--- config.mk ---
export PLATFORM = sky130hd
export DESIGN_NAME = l2_cache
export DESIGN_NICKNAME = d
export VERILOG_FILES = /design/src/rtl/l2_cache.sv
export SDC_FILE = /design/constraint.sdc
export NUM_CORES = 2
export LEC_CHECK = 0
export ABC_AREA = 1
export CELL_PAD_IN_SITES_DETAIL_PLACEMENT = 1
export CELL_PAD_IN_SITES_GLOBAL_PLACEMENT = 2
export CORE_ASPECT_RATIO = 0.9
export CORE_MARGIN = 2
export CORE_UTILIZATION = 35
export CTS_CLUSTER_DIAMETER = 40
export DETAILED_ROUTE_END_ITERATION = 6
export PLACE_DENSITY = 0.76
export SYNTH_ARGS = -nofsm -noshare
export SYNTH_HDL_FRONTEND = slang
export SYNTH_SLANG_ARGS = --single-unit
--- constraint.sdc ---
create_clock -name clk -period 9.5 [get_ports clk]
set_input_delay 1.9 -clock clk [delete_from_list [all_inputs] [get_ports clk]]
set_output_delay 1.9 -clock clk [all_outputs]
set_load 0.01 [all_outputs]
--- src/rtl/l2_cache.sv ---
// Tag-only set-associative L2 cache model with true-LRU ages and a saturating hit counter.
// Consumes one L1 miss address per start/done handshake; no data storage.
module l2_cache #(
    parameter int way             = 8,
    parameter int block_size_byte = 32,
    parameter int cache_size_byte = 2048
) (
    input  logic        clk,
    input  logic        reset,
    input  logic [31:0] mem_addr,
    input  logic        start,
    output logic [9:0]  hit_count,
    output logic        found_in_cache,
    output logic        updated,
    output logic        done
);
    localparam int set      = cache_size_byte / (block_size_byte * way);
    localparam int offset_w = $clog2(block_size_byte);
    localparam int index_w  = $clog2(set);
    localparam int tag_w    = 32 - index_w - offset_w;
    localparam int way_w    = $clog2(way);

    typedef enum logic [2:0] {IDLE, LOOKUP, UPDATE, RESP, WAIT_LOW} state_t;

    state_t state;

    logic [tag_w+index_w-1:0] addr_p0;
    logic [tag_w-1:0]         tag_p0;
    logic [index_w-1:0]       idx_p0;
    logic                     hit_p1;
    logic [way_w-1:0]         tgt_p1;

    logic [tag_w-1:0] tag_mem [set][way];
    logic [way-1:0]   valid   [set];
    logic [way_w-1:0] age     [set][way];

    logic             hit_c;
    logic [way_w-1:0] hit_way_c;
    logic [way_w-1:0] victim_c;
    logic [way_w-1:0] old_age;
    logic             unused_offset;

    function automatic logic [9:0] sat_inc(input logic [9:0] v);
        return (v == 10'h3FF) ? v : v + 10'd1;
    endfunction

    assign unused_offset = ^mem_addr[offset_w-1:0];
    assign tag_p0        = addr_p0[tag_w+index_w-1:index_w];
    assign idx_p0        = addr_p0[index_w-1:0];
    assign old_age       = age[idx_p0][tgt_p1];

    // Lookup: parallel tag compare; victim prefers the lowest invalid way, else the oldest way
    always_comb begin
        hit_c     = 1'b0;
        hit_way_c = '0;
        victim_c  = '0;
        for (int w = 0; w < way; w++) begin
            if (valid[idx_p0][w] && (tag_mem[idx_p0][w] == tag_p0)) begin
                hit_c     = 1'b1;
                hit_way_c = way_w'(w);
            end
        end
        for (int w = way - 1; w >= 0; w--) begin
            if (age[idx_p0][w] == way_w'(way - 1))
                victim_c = way_w'(w);
        end
        for (int w = way - 1; w >= 0; w--) begin
            if (!valid[idx_p0][w])
                victim_c = way_w'(w);
        end
    end

    // Request capture (p0), lookup result (p1) and tag write
    always_ff @(posedge clk) begin
        if (state == IDLE && start)
            addr_p0 <= mem_addr[31:offset_w];
        if (state == LOOKUP) begin
            hit_p1 <= hit_c;
            tgt_p1 <= hit_c ? hit_way_c : victim_c;
        end
        if (state == UPDATE && !hit_p1)
            tag_mem[idx_p0][tgt_p1] <= tag_p0;
    end

    always_ff @(posedge clk) begin
        if (reset) begin
            state          <= IDLE;
            hit_count      <= '0;
            found_in_cache <= 1'b0;
            updated        <= 1'b0;
            done           <= 1'b0;
            for (int s = 0; s < set; s++) begin
                valid[s] <= '0;
                for (int w = 0; w < way; w++)
                    age[s][w] <= way_w'(w);
            end
        end else begin
            updated <= 1'b0;
            done    <= 1'b0;
            case (state)
                IDLE: begin
                    if (start)
                        state <= LOOKUP;
                end
                LOOKUP: begin
                    state <= UPDATE;
                end
                UPDATE: begin
                    if (!hit_p1)
                        valid[idx_p0][tgt_p1] <= 1'b1;
                    // Ages younger than the target shift up by one; ages stay a permutation
                    for (int w = 0; w < way; w++) begin
                        if (age[idx_p0][w] < old_age)
                            age[idx_p0][w] <= age[idx_p0][w] + 1'b1;
                    end
                    age[idx_p0][tgt_p1] <= '0;
                    if (hit_p1)
                        hit_count <= sat_inc(hit_count);
                    found_in_cache <= hit_p1;
                    state          <= RESP;
                end
                RESP: begin
                    done    <= 1'b1;
                    updated <= 1'b1;
                    state   <= WAIT_LOW;
                end
                WAIT_LOW: begin
                    if (!start)
                        state <= IDLE;
                end
                default: state <= IDLE;
            endcase
        end
    end
endmodule

Fig. 1: routing congestion map
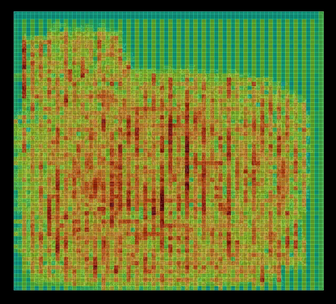
Total Routing Usage GR: 22.4%
Final Util: 41.6%

==> run summary <==
impl run done, here's what came out: status=completed, setup TNS=0 ns, Max-slew headroom=22.5%, sequential area share after synthesis=67.1%, critical path data arrival time=between 6 and 7 ns, Commonest flop=edfxtp_1, register area=approximately 54,000 um2, most frequent cells in the layout=2,211 x nand2_1, 1,759 x edfxtp_1, 1,134 x nor2_1, DP Wirelength=about 150,000 um, Post-CTS Hold Buffers=0, Remaining Overflow, GRT=0, number of global-route vias before repair=61,100, Clock Tree Buf Depth=4, Latency at later pin=a little over 0.9 ns, GR Layer Usage met3=under 10%, final worst path period share=59.4%, total clock buffers created by CTS=~330, grt met1 use=29.9%, Stages on worst setup path=20, Final Non-Filler Cells=11,500, kind of critical path=reg2reg, final setup vio count=0, Clock Sinks=approximately 1,800, Post-Synthesis Cell Area=81,200 um2, Cell Type Count=around 40, ANT nets after route=0, CP Launch Type=flop, GR Layer Usage met2=36.4%, hold path depth=2, Yosys Instances=~8,100, Hold Worst Slack=0.470 ns, critical path's most frequent cell=nor2_1, flip-flops with a built-in enable=1,759, Most Crowded Layer GR=met2, placed instance area=85,000 um2, crit path max fanout=approximately 66, I/O Pins=48, CP max stage cell=dfxtp_4, first-pass GRT wire length=approximately 400,000 um, RSZ-0062 raised after global routing=no, Layout area overhead=18.0%, Routed met3 length=around 17,000 um, average cell area after synthesis=10.1 um2, wire per inst=23.3 um, P_leak=37.6 nW, Critical Path Sink Type=flop, core area=~230,000 um2, fin area=95,800 um2, PnR Total Power=about 24 mW, area of the multi-input gates=around 22,000 um2, Fin. Hold Viols=0, die height=461 um, Mapped Nets=slightly above 8,000, Post-synth ARST share=0%, detailed-route DRC error count=0, Synth flops=1,841, Gate Count Post-Synth=~8,100, Critical Path RT=around 10 ns, HP Class=reg2reg, fmax=177 MHz, Die X=512 um, clock skew=between 0.05 and 0.06 ns, DRT met1 WL=118,000 um, IO Port Bufs=42, CTS clk-pin slew, worst paths=roughly 0.050 ns
Fig. 2: I/O nets highlighted
(1 px per um)
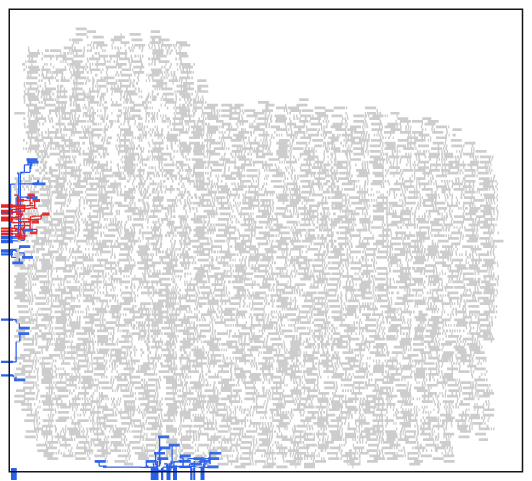
legend:
  blue:
    port: mem_addr
    bits: 32
    direction: input
    end_cells: 30
    buffers: 27
    wire: 884 um
  red:
    port: hit_count
    bits: 10
    direction: output
    end_cells: 10
    buffers: 10
    wire: 405 um

-- final cells by class --
cell class	count	share of cell area [%]
Sequential cell	1841	56.8
Multi-Input combinational cell	5016	22.6
Clock buffer	366	8.92
Tap cell	3042	3.97
Inverter	789	3.12
Clock inverter	210	2.40
Timing Repair Buffer	237	2.17
Antenna cell	6	0.0157
-- registers in the layout (all words and copies together) (netlist names), named ones only --
| register | cells |
|---|---|
| hit_count | 10 |
| age | 192 |
| addr_p0 | 27 |
| hit_p1 | 1 |
| valid | 64 |
| done | 1 |
| state | 3 |
| tag_mem | 1536 |
| found_in_cache | 1 |
| tgt_p1 | 3 |
-- kinds of logic after synthesis --
kind of cell    after synthesis  share of synthesized area [%]
buf+inv                    1211                           6.59
fa+ha+maj                    33                          0.509
compound gates              587                           3.90
flops                      1841                           67.1
simple gates               4396                           21.9
-- cell usage after synthesis (33+ instances only) --
cell type  number  area (um2)
nand2_1      2211        8300
edfxtp_1     1759       52800
nor2_1       1198        4500
nand3_1       924        4620
inv_1         778        2920
o21ai_0       258        1290
buf_2         197         986
o21ai_1       175         876
clkbuf_1      100         375
dfxtp_1        82        1640
buf_4          53         398
o22ai_1        52         325
buf_6          48         541
a21oi_1        37         185
ha_1           33         413
o211ai_1       33         248
-- power by group --
group | switching [mW] | internal (mW) | total, mW
combinational | 2.15 | 0.714 | 2.86
sequential | 0.0516 | 8.98 | 9.03
clock | 4.18 | 7.46 | 11.6
total | 6.38 | 17.2 | 23.5
-- final timing paths --
check / start / slack (ns) / to
worst max-delay path: flop / 3.86 / tgt_p1[0]
worst min-delay path: valid[0][3] / 0.47 / valid[0][3]
worst max register to register: flop / 3.86 / tgt_p1[0]
worst min register to register: valid[0][3] / 0.47 / valid[0][3]
Power and IR drop assume default switching activity.
